Design hazard_unit_flat, sky130hd; sources not shown.
Run 1, layout detail:
Region (20, 45) to (50, 75) um. Cells in gray, sequential cells in the stronger gray; small squares are vias.
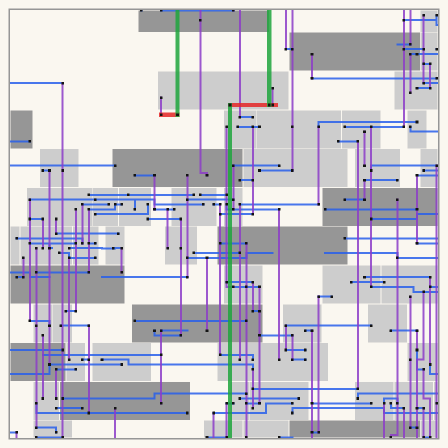
M4 -> green
M3 -> red
M1 -> blue
M2 -> purple
most frequent = dfrtp_1 (8), buf_4 (7), nor2_1 (4)
sequential cells in the window = 8
cells with their middle in the window = 44

Run 1, signal wires by layer:
Scale: 4 px per um. Only two layers are drawn.
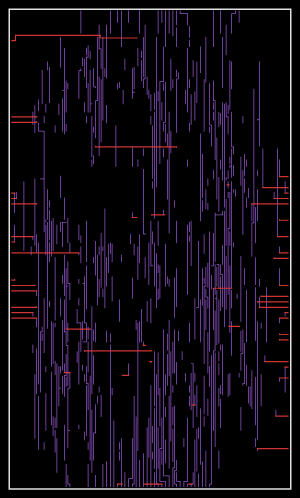
M3 -> red  # wire length 253 um
M2 -> purple  # wire length 3730 um
total via count after detailed routing: 2252
total global-route track usage: 0.170
Routed Wire Length: 6770 um
drt wl/cell: 14.6 um

Run 1, placed standard cells:
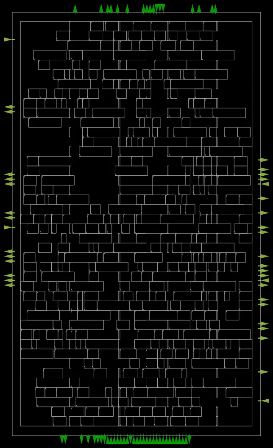
number of standard-cell rows in the floorplan: 42
fill cell instance count of the final layout: 672

==> reports/summary.log, run 1 <==
[pwr] Comb pwr share 0.243
[setup_path] Buf+Inv Stages, Crit Path 3
[clocking] CTS Hold Bufs 0
[clocking] H-tree lvl count 2
[final_timing] worst slack on hold paths 0.162 ns
[pwr] combinational power 0.594 mW
[synth] tally of yosys warning messages 0
[final_layout] final core utilization 0.557
[grt] pin count of the biggest net entering global routing 54
[run] OpenROAD warning count 28
[final_timing] RSZ-0062 raised after global routing true
[run] max cap viols 0
[final_layout] diode count 0
[final_layout] final cell count without fillers 464
[place] worst setup timing slack at the placement stage -0.735 ns
[synth] Synth Area per Inst 10.6 sq um
[grt] global-route wire length before repair 11400 um
[floorplanning] IO Pins 88
[final_layout] sequential cell area 1330 sq um
[floorplanning] Die Wd 70.0 um
[pwr] share of total power consumed by net switching 0.278
[final_timing] worst slew margin relative to its limit 0.756
[setup_path] WP data arrival 1.86 ns
[synth] net count entering floorplan 287
[final_layout] total number of sequential cells 53
[final_layout] area delta synth->final 55.7%
[setup_path] number of cells on the worst reg-to-reg path 7
[grt] met1 track demand over resource 0.193
[floorplanning] height of the die 120 um
[setup_path] slowest stage delay, CP 0.52 ns
[place] half-perimeter wire length after detailed placement 4980 um
[synth] Top FF cell, synth dfrtp_1
[setup_path] cell-by-cell trace of the critical path buf_2 > or4_4 > o22ai_4 > nor4_4 > nand2_2 > o21a_1 > buf_4 > buf_6
[pwr] clock group share of total power 0.301
[final_timing] Final period util 0.992
[synth] area fraction of the dominant cell type after synthesis 0.497
[setup_path] largest fanout of any net on the critical path 3
[final_layout] logic share of the area 0.327
[setup_path] Critical Path End Type output pin
[detailed_routing] highest layer used for signal routing met4
[setup_path] total number of cells along the worst setup path 8
[detailed_routing] DRC violation count after routing 0
[final_layout] share of cells above drive strength 1 0.213
[clocking] clock tree from TritonCTS built
[clocking] total clock buffers created by CTS 5
[synth] main combinational cell family by area after synthesis simple AND/OR/NAND/NOR gates
[synth] Multiplexer share 0.0127
[final_layout] area taken by multi-input logic gates 1360 sq um
[final_layout] final-layout non-clock buffer area share 0.284
[synth] chip area from the yosys synthesis statistics 2670 sq um
[synth] and-or/or-and share of the synthesized area 0.0431
[final_layout] Final Net Count 411
[synth] Yosys top cell by instances dfrtp_1
[final_layout] most instantiated logic cell after routing clkdlybuf4s50_1
[final_timing] Post-Route Skew 0.00597 ns
[synth] cell count in the Yosys report 251
[clocking] worst skew pair latency 0.29 ns
[final_timing] max-slew violation count 0
[synth] cell area after technology mapping 2670 sq um
[clocking] number of buffers added for setup after CTS 8
[pwr] sequential share of power 0.455
[detailed_routing] Avg Vias per Cell 4.85
[synth] count of mapped cells out of synthesis 251
[final_layout] clk tree area frac 0.0343
[setup_path] Slowest-stage cell, CP or4_4
[setup_path] critical path type input pin to output pin
[grt] residual overflow from global routing 0
[final_layout] Non-CTS buffers 123
[outcome] run status completed
[final_timing] transition time of the tightest slew-check pin 0.365 ns
[place] count of buffers inserted at the top-level ports 87
[place] Placement Cell Area 3800 sq um
[grt] GRT busiest layer met2
[final_timing] number of setup violations in the final report 0
[synth] fraction of registers with async set/reset 1.00
[synth] number of enable flip-flop cells 0
[setup_path] setup slack, reg-to-reg 0.09 ns
[floorplanning] area of the die 8370 sq um
[clocking] TritonCTS Sinks 53
[final_timing] Fin Setup TNS 0 ns
[detailed_routing] metal2 WL 3730 um
[setup_path] kind of start point of the critical path input pin
[pwr] clock network power 0.735 mW
[pwr] Switching Power 0.678 mW
[final_timing] maximum frequency from static timing analysis 0.429 GHz
[detailed_routing] antenna-violating nets left 0
[detailed_routing] Met3 Routed Length 252 um
[setup_path] dominant delay contributor by cell family on the critical path simple AND/OR/NAND/NOR gates
[min_path] type of the tightest min-delay check input pin to asynchronous set/reset pin
[detailed_routing] DRT iter0 DRCs 84
[clocking] Root Buffer Master clkbuf_16
[synth] most area-hungry cell type in the Yosys netlist dfrtp_1
[final_timing] Final Hold Vio Count 0
Run 1, signal metal coverage by tile:
Scale: 3 px per um. The die is cut into 14 by 24 equal tiles; dark purple is low, yellow is high, scaled to the fullest tile. Values are wire area over tile area, all layers added.
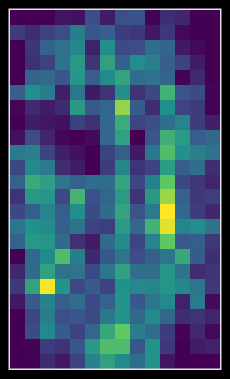

==> run 2, diff against run 1 <==
SKIP_LAST_GASP = 1   (was not set)
SLEW_MARGIN = 25   (was not set)
Run 2, signal metal coverage by tile:
Scale: 3 px per um. The die is cut into 14 by 24 equal tiles; dark purple is low, yellow is high, scaled to the fullest tile. Values are wire area over tile area, all layers added.
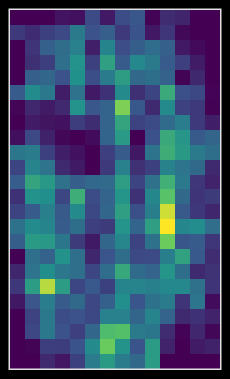
emptiest ninth of the die = upper right
fullest tile = 0.46
mean over tiles = 0.13
tiles over half the peak = 13%
nearly empty tiles = 11%
total via count after detailed routing: 2250
drt wl/cell: 14.6 um
Routed Wire Length: 6800 um

Run 2, placed standard cells:
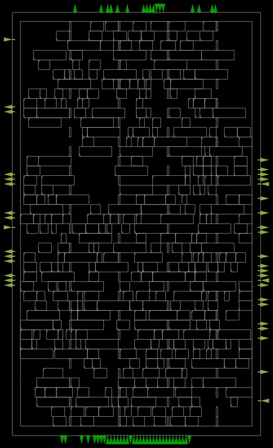
final cell count without fillers: 464
final core utilization: 0.556
number of tap cells added at floorplan: 88

==> reports/summary.log, run 2 <==
[outcome] run status completed
[setup_path] cell-by-cell trace of the critical path buf_2 > or4_4 > o22ai_4 > nor4_4 > nand2_2 > o21a_1 > buf_4 > buf_6
[synth] fraction of registers with async set/reset 1.00
[synth] number of enable flip-flop cells 0
[setup_path] slowest stage delay, CP 0.52 ns
[grt] met1 track demand over resource 0.193
[clocking] worst skew pair latency 0.29 ns
[synth] tally of yosys warning messages 0
[final_layout] sequential cell area 1330 sq um
[place] half-perimeter wire length after detailed placement 4980 um
[final_layout] final-layout non-clock buffer area share 0.283
[synth] Synth Area per Inst 10.6 sq um
[place] worst setup timing slack at the placement stage -0.735 ns
[final_layout] Non-CTS buffers 123
[final_timing] Post-Route Skew 0.00664 ns
[clocking] clock tree from TritonCTS built
[grt] residual overflow from global routing 0
[synth] area fraction of the dominant cell type after synthesis 0.497
[floorplanning] IO Pins 88
[detailed_routing] highest layer used for signal routing met4
[synth] and-or/or-and share of the synthesized area 0.0431
[detailed_routing] metal2 WL 3730 um
[floorplanning] Die Wd 70.0 um
[grt] pin count of the biggest net entering global routing 54
[detailed_routing] DRC violation count after routing 0
[floorplanning] height of the die 120 um
[setup_path] critical path type input pin to output pin
[detailed_routing] antenna-violating nets left 0
[synth] count of mapped cells out of synthesis 251
[place] count of buffers inserted at the top-level ports 87
[clocking] total clock buffers created by CTS 5
[synth] cell area after technology mapping 2670 sq um
[setup_path] WP data arrival 1.86 ns
[final_timing] Final period util 0.991
[min_path] type of the tightest min-delay check input pin to asynchronous set/reset pin
[detailed_routing] Met3 Routed Length 245 um
[final_layout] diode count 0
[place] Placement Cell Area 3800 sq um
[detailed_routing] Avg Vias per Cell 4.85
[floorplanning] number of standard-cell rows in the floorplan 42
[setup_path] setup slack, reg-to-reg 0.09 ns
[synth] cell count in the Yosys report 251
[setup_path] Slowest-stage cell, CP or4_4
[final_layout] area delta synth->final 55.4%
[run] OpenROAD warning count 28
[setup_path] number of cells on the worst reg-to-reg path 7
[clocking] number of buffers added for setup after CTS 8
[synth] Yosys top cell by instances dfrtp_1
[grt] global-route wire length before repair 11400 um
[clocking] H-tree lvl count 2
[final_layout] share of cells above drive strength 1 0.213
[synth] Top FF cell, synth dfrtp_1
[synth] main combinational cell family by area after synthesis simple AND/OR/NAND/NOR gates
[clocking] Root Buffer Master clkbuf_16
[final_timing] number of setup violations in the final report 0
[clocking] TritonCTS Sinks 53
[floorplanning] area of the die 8370 sq um
[setup_path] total number of cells along the worst setup path 8
[pwr] Comb pwr share 0.243
[final_layout] logic share of the area 0.328
[pwr] clock group share of total power 0.302
Power figures rest on the tool's default switching activity, not on a simulated workload.
